Run 1, pin map:
Scale: 4 px per micron. Pins as bars across the die edge, other pins in grey.
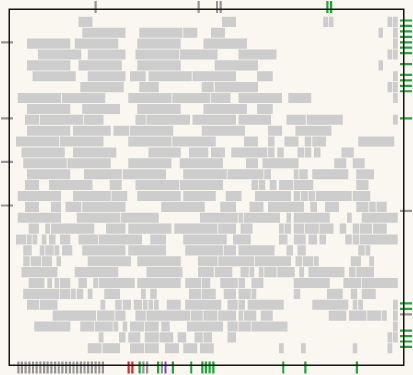
Run 1, I/O nets highlighted:
Scale: 3 px per micron.
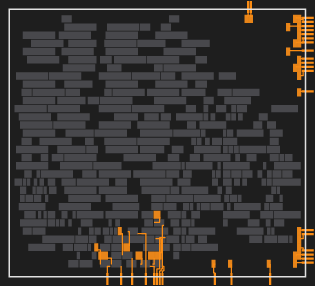
Run 1, gate-type map:
Scale: 4 px per micron.
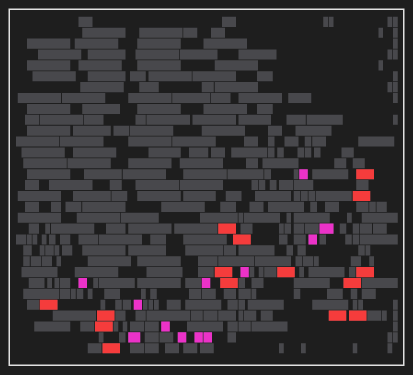
===== src/rtl/mmio_uart_tx.sv =====
// Memory-mapped 8N1 UART transmitter: bus stores to TXDATA queue bytes in a FIFO and the
// serialiser drains it. A dropped push (FIFO full) sets a sticky overrun flag.
module mmio_uart_tx #(
  parameter int CLKS_PER_BIT = 16,
  parameter int DEPTH        = 8,
  localparam int AW          = $clog2(DEPTH)
) (
  input  logic        clk,
  input  logic        reset,
  input  logic        sel,
  input  logic [1:0]  adr,
  input  logic        w,
  input  logic [31:0] wd,
  output logic [31:0] rd,
  output logic        txd,
  output logic        irq
);

  localparam int BW = $clog2(CLKS_PER_BIT);
  localparam logic [BW-1:0] BAUD_LAST = BW'(CLKS_PER_BIT - 1);
  localparam logic [AW:0]   CNT_FULL  = (AW + 1)'(DEPTH);

  typedef enum logic [1:0] {IDLE, START, DATA, STOP} state_t;

  state_t         state;
  logic [BW-1:0]  baud;
  logic [2:0]     bit_idx;
  logic [7:0]     shift;
  logic [7:0]     mem [DEPTH];
  logic [AW-1:0]  wptr, rptr;
  logic [AW:0]    count;
  logic           ovr, ie;
  logic           full, empty, busy;
  logic           push_req, push, pop, ovr_clr;
  logic [31:0]    cnt32;
  logic           unused_wd;

  assign full     = (count == CNT_FULL);
  assign empty    = (count == '0);
  assign busy     = (state != IDLE);
  assign push_req = sel & w & (adr == 2'd0);
  assign push     = push_req & ~full;
  assign pop      = (state == IDLE) & ~empty;
  assign ovr_clr  = sel & w & (adr == 2'd1) & wd[3];
  assign irq      = ie & empty & ~busy;
  assign cnt32    = 32'(count);
  assign unused_wd = ^wd[31:8];

  always_comb begin
    rd = '0;
    if (sel) begin
      case (adr)
        2'd1:    rd = {24'b0, cnt32[3:0], ovr, busy, empty, full};
        2'd2:    rd = {31'b0, ie};
        default: rd = '0;
      endcase
    end
  end

  always_ff @(posedge clk) begin
    if (push) mem[wptr] <= wd[7:0];
  end

  always_ff @(posedge clk or negedge reset) begin
    if (!reset) begin
      wptr  <= '0;
      rptr  <= '0;
      count <= '0;
      ovr   <= 1'b0;
      ie    <= 1'b0;
    end else begin
      if (push) wptr <= wptr + AW'(1);
      if (pop)  rptr <= rptr + AW'(1);
      case ({push, pop})
        2'b10:   count <= count + 1'b1;
        2'b01:   count <= count - 1'b1;
        default: count <= count;
      endcase
      // Overrun wins over nothing: a full-FIFO push is lost even when a pop frees a slot this edge.
      if (ovr_clr)             ovr <= 1'b0;
      if (push_req && full)    ovr <= 1'b1;
      if (sel && w && adr == 2'd2) ie <= wd[0];
    end
  end

  always_ff @(posedge clk or negedge reset) begin
    if (!reset) begin
      state   <= IDLE;
      baud    <= '0;
      bit_idx <= '0;
      shift   <= '0;
      txd     <= 1'b1;
    end else begin
      case (state)
        IDLE: begin
          txd <= 1'b1;
          if (!empty) begin
            shift <= mem[rptr];
            state <= START;
            baud  <= '0;
            txd   <= 1'b0;
          end
        end
        START: begin
          if (baud == BAUD_LAST) begin
            baud    <= '0;
            bit_idx <= '0;
            state   <= DATA;
            txd     <= shift[0];
          end else begin
            baud <= baud + 1'b1;
          end
        end
        DATA: begin
          if (baud == BAUD_LAST) begin
            baud <= '0;
            if (bit_idx == 3'd7) begin
              state <= STOP;
              txd   <= 1'b1;
            end else begin
              bit_idx <= bit_idx + 3'd1;
              shift   <= shift >> 1;
              txd     <= shift[1];
            end
          end else begin
            baud <= baud + 1'b1;
          end
        end
        default: begin
          txd <= 1'b1;
          if (baud == BAUD_LAST) begin
            baud  <= '0;
            state <= IDLE;
          end else begin
            baud <= baud + 1'b1;
          end
        end
      endcase
    end
  end

endmodule

===== config.mk =====
export PLATFORM = sky130hd
export DESIGN_NAME = mmio_uart_tx
export DESIGN_NICKNAME = d
export VERILOG_FILES = /design/src/rtl/mmio_uart_tx.sv
export SDC_FILE = /design/constraint.sdc
export NUM_CORES = 1
export LEC_CHECK = 0
export CORE_ASPECT_RATIO = 0.9
export CORE_UTILIZATION = 53
export DETAILED_ROUTE_END_ITERATION = 12
export HOLD_SLACK_MARGIN = 0.05
export PLACE_DENSITY = 0.76
export RECOVER_POWER = 50
export SLEW_MARGIN = 5
export SYNTH_ARGS = -nofsm -noshare
export SYNTH_HDL_FRONTEND = slang
export SYNTH_SLANG_ARGS = --single-unit

===== constraint.sdc =====
create_clock -name clk -period 3.75 [get_ports clk]
set_clock_uncertainty 0.2 [all_clocks]
set_input_delay 0.9375 -clock clk [delete_from_list [all_inputs] [get_ports clk]]
set_output_delay 0.9375 -clock clk [all_outputs]
set_load 0.01 [all_outputs]

==> reports/qor.yml, run 1 <==
critPathMostFrequentCell: "clkdlybuf4s50_1"
drv_slew: 31
dieArea_sq_um: 8710
wl_met2_microns: 3570
post_drt_wl_per_cell_microns: 16.7
crit_fanout: 2
cts_setup_buffers: 0
path_depth: 6
mostFrequentLayoutCells: "edfxtp_1, dfrtp_1, conb_1"
cap_viol_max_count: 1
failed_checks: "capacitance limit, slew limit"
yosys_cells: 298
cts-hold-fix-buffers: 0
status: "finished, violations left"
power_frac_seq: 0.481
adder_share: 0.0424
power_density_nw_per_um2: 641
drc: 0
simple_gate_area_frac: 0.0659
fin_nets: 385
wl_met1_microns: 3340
drt_first_pass_iters: 6
grt_pass1_vias: 2259
critPathRequiredTime_ns: 2.61
grt_max_degree: 31
num_rows: 31
critPathTopFamily: "buffers and inverters"
synthesis.area_sq_um: 4420
vdd_drop_max_mv: 0.353
edf_count: 64
drive_gt1_frac: 0.128
hold_end: "shift[2]"
largest_register_ffs: 64
top_logic_kind: "multiplexers"
synth.distinct_cells: 44
post-route-period-util: 0.964
hp-start: "shift[2]"
-- 'pin map' (at the start) --
- purple: `irq` (pins 1; direction output; edge bottom)
- green: `rd` (pins 32; direction output; edge 19 right, 11 bottom, 2 top)
- red: `adr` (pins 2; direction input; edge bottom)
- all pins by edge: 41 bottom, 21 right, 6 top, 4 left
I/O Buffers: 23
die width: 98.3 microns

-- 'I/O nets highlighted' (at the start) --
- orange: `rd` (bits 32; direction output; edge 19 right, 11 bottom, 2 top; end cells 32; buffers 8; wire 170 microns)

-- 'gate-type map' (at the start) --
- magenta: and/or cells (cells 12; most used and3_1; where bottom middle)
- red: fa/ha/maj cells (cells 15; most used ha_1)
Commonest Layout Cell: edfxtp_1
Comb area share: 0.318

==> run 2: changes to the inputs <==
- SLEW_MARGIN: 5 -> 20
Run 2, pin map:
Scale: 4 px per micron. Pins as bars across the die edge, other pins in grey.
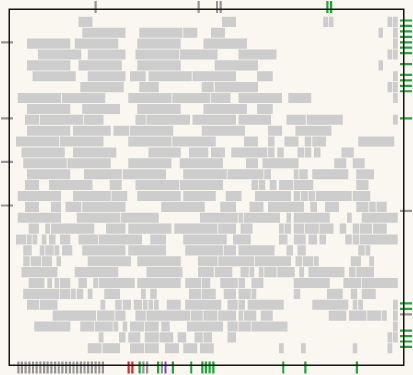
- purple: `irq` (pins 1; direction output; edge bottom)
- red: `adr` (pins 2; direction input; edge bottom)
- green: `rd` (pins 32; direction output; edge 19 right, 11 bottom, 2 top)
- all pins by edge: 41 bottom, 21 right, 6 top, 4 left
Chip Height: 88.7 microns

Run 2, placed standard cells:
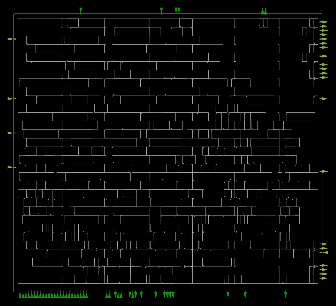
registers: 94
n_taps: 99
num rows: 31

Run 2, cell sizes after repair:
Scale: 4 px per micron.
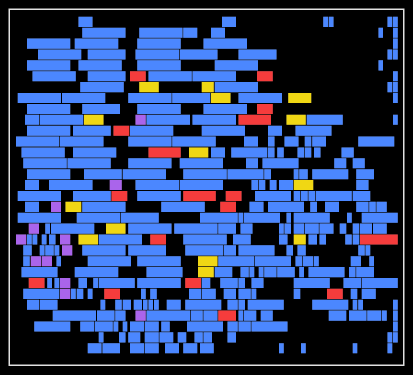
- yellow: _6 and larger (cells 14; share 4.2%)
- blue: _0 and _1 cells (cells 294; share 87%)
- purple: _3 and _4 cells (cells 12; share 3.6%)
- red: _2 cells (cells 17; share 5.0%)

==> reports/qor.yml, run 2 <==
status: "finished, violations left"  # unchanged
failed_checks: "capacitance limit, slew limit"  # unchanged
wl_met1_microns: 3340  # unchanged
critPathMostFrequentCell: "clkdlybuf4s50_1"  # unchanged
power_frac_seq: 0.481  # about the same
sh_comb_area: 0.318  # unchanged
drt_first_pass_iters: 6  # unchanged
vdd_drop_max_mv: 0.353  # unchanged
post_drt_wl_per_cell_microns: 16.7  # unchanged
nMultiInputCombCells: 185  # unchanged
critPathTopFamily: "buffers and inverters"  # unchanged
synthesis.area_sq_um: 4420  # unchanged
largest_register_ffs: 64  # unchanged
synth.distinct_cells: 44  # unchanged
grt_max_degree: 31  # unchanged
logic_area_sq_um: 1550  # unchanged
layout_top_cell: "edfxtp_1"  # unchanged
cts_tree: "built"  # unchanged
edf_count: 64  # unchanged
top_logic_kind: "multiplexers"  # unchanged
grt_pass1_vias: 2259  # unchanged
cts-hold-fix-buffers: 0  # unchanged
adder_share: 0.0424  # unchanged
cts_setup_buffers: 0  # unchanged
crit_path_start: "adr[1]"  # unchanged
critPathRequiredTime_ns: 2.61  # about the same
post-route-period-util: 0.964  # unchanged
drv_slew: 31  # unchanged
hp-start: "shift[2]"  # unchanged
start_kind: "input port"  # unchanged
mux_share: 0.146  # unchanged
die_width_microns: 98.3  # unchanged
inv_count: 7  # unchanged
portBuffers: 23  # unchanged
drc: 0  # unchanged
worstMarginPinSlew_ns: 1.67  # unchanged
crit_fanout: 2  # unchanged
cap_viol_max_count: 1  # unchanged
path_depth: 6  # unchanged
power_density_nw_per_um2: 641  # unchanged
simple_gate_area_frac: 0.0659  # unchanged
dieArea_sq_um: 8710  # unchanged
fin_nets: 385  # unchanged
yosys_cells: 298  # unchanged
==> run 3: changes to the inputs <==
- CORE_MARGIN: unset -> 3
- HOLD_SLACK_MARGIN: 0.05 -> 0.1
Run 3, gate-type map:
Scale: 4 px per micron.
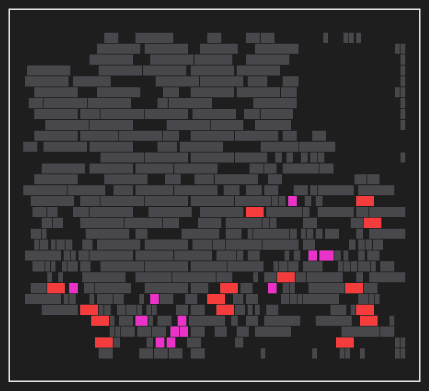
- red: fa/ha/maj cells (cells 15; most used ha_1)
- magenta: and/or cells (cells 12; most used and3_1)
final cell count without fillers: 433
Comb area share: 0.318

Run 3, pin map:
Scale: 4 px per micron. Pins as bars across the die edge, other pins in grey.
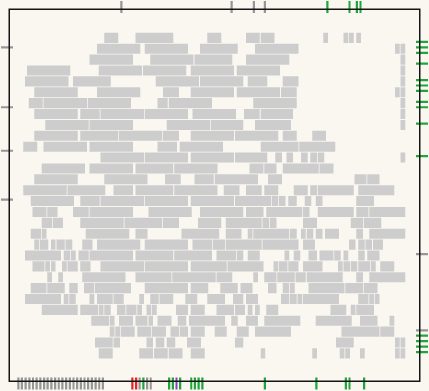
- purple: `irq` (pins 1; direction output; edge bottom)
- red: `adr` (pins 2; direction input; edge bottom)
- green: `rd` (pins 32; direction output; edge 15 right, 13 bottom, 4 top)
die width: 102 microns
Chip Height: 92.7 microns

Run 3, cell sizes after repair:
Scale: 4 px per micron.
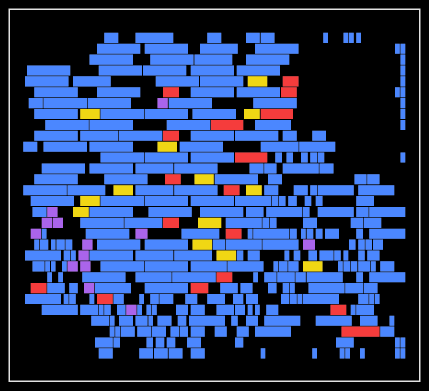
- red: _2 cells (cells 17; share 5.0%)
- blue: _0 and _1 cells (cells 294; share 87%)
- purple: _3 and _4 cells (cells 13; share 3.9%)
- yellow: _6 and larger (cells 13; share 3.9%)

==> reports/qor.yml, run 3 <==
hold_end: "shift[5]"  # was shift[2]
critPathMostFrequentCell: "clkdlybuf4s50_1"  # unchanged
critPathRequiredTime_ns: 2.61  # about the same
cap_viol_max_count: 1  # unchanged
mostFrequentLayoutCells: "edfxtp_1, dfrtp_1, conb_1"  # unchanged
dieArea_sq_um: 9480  # was 8710 sq um
path_depth: 6  # unchanged
power_frac_seq: 0.481  # about the same
failed_checks: "capacitance limit, slew limit"  # unchanged
hp-start: "shift[5]"  # was shift[2]
drc: 0  # unchanged
start_kind: "input port"  # unchanged
nMultiInputCombCells: 185  # unchanged
mux_share: 0.146  # unchanged
status: "finished, violations left"  # unchanged
simple_gate_area_frac: 0.0659  # unchanged
yosys_cells: 298  # unchanged
power_density_nw_per_um2: 641  # about the same
wl_met1_microns: 3230  # was 3340 microns
post-route-period-util: 0.977  # was 0.964
cts-hold-fix-buffers: 0  # unchanged
crit_path_start: "adr[1]"  # unchanged
logic_area_sq_um: 1550  # unchanged
post_drt_wl_per_cell_microns: 17.0  # was 16.7 microns
drv_slew: 31  # unchanged
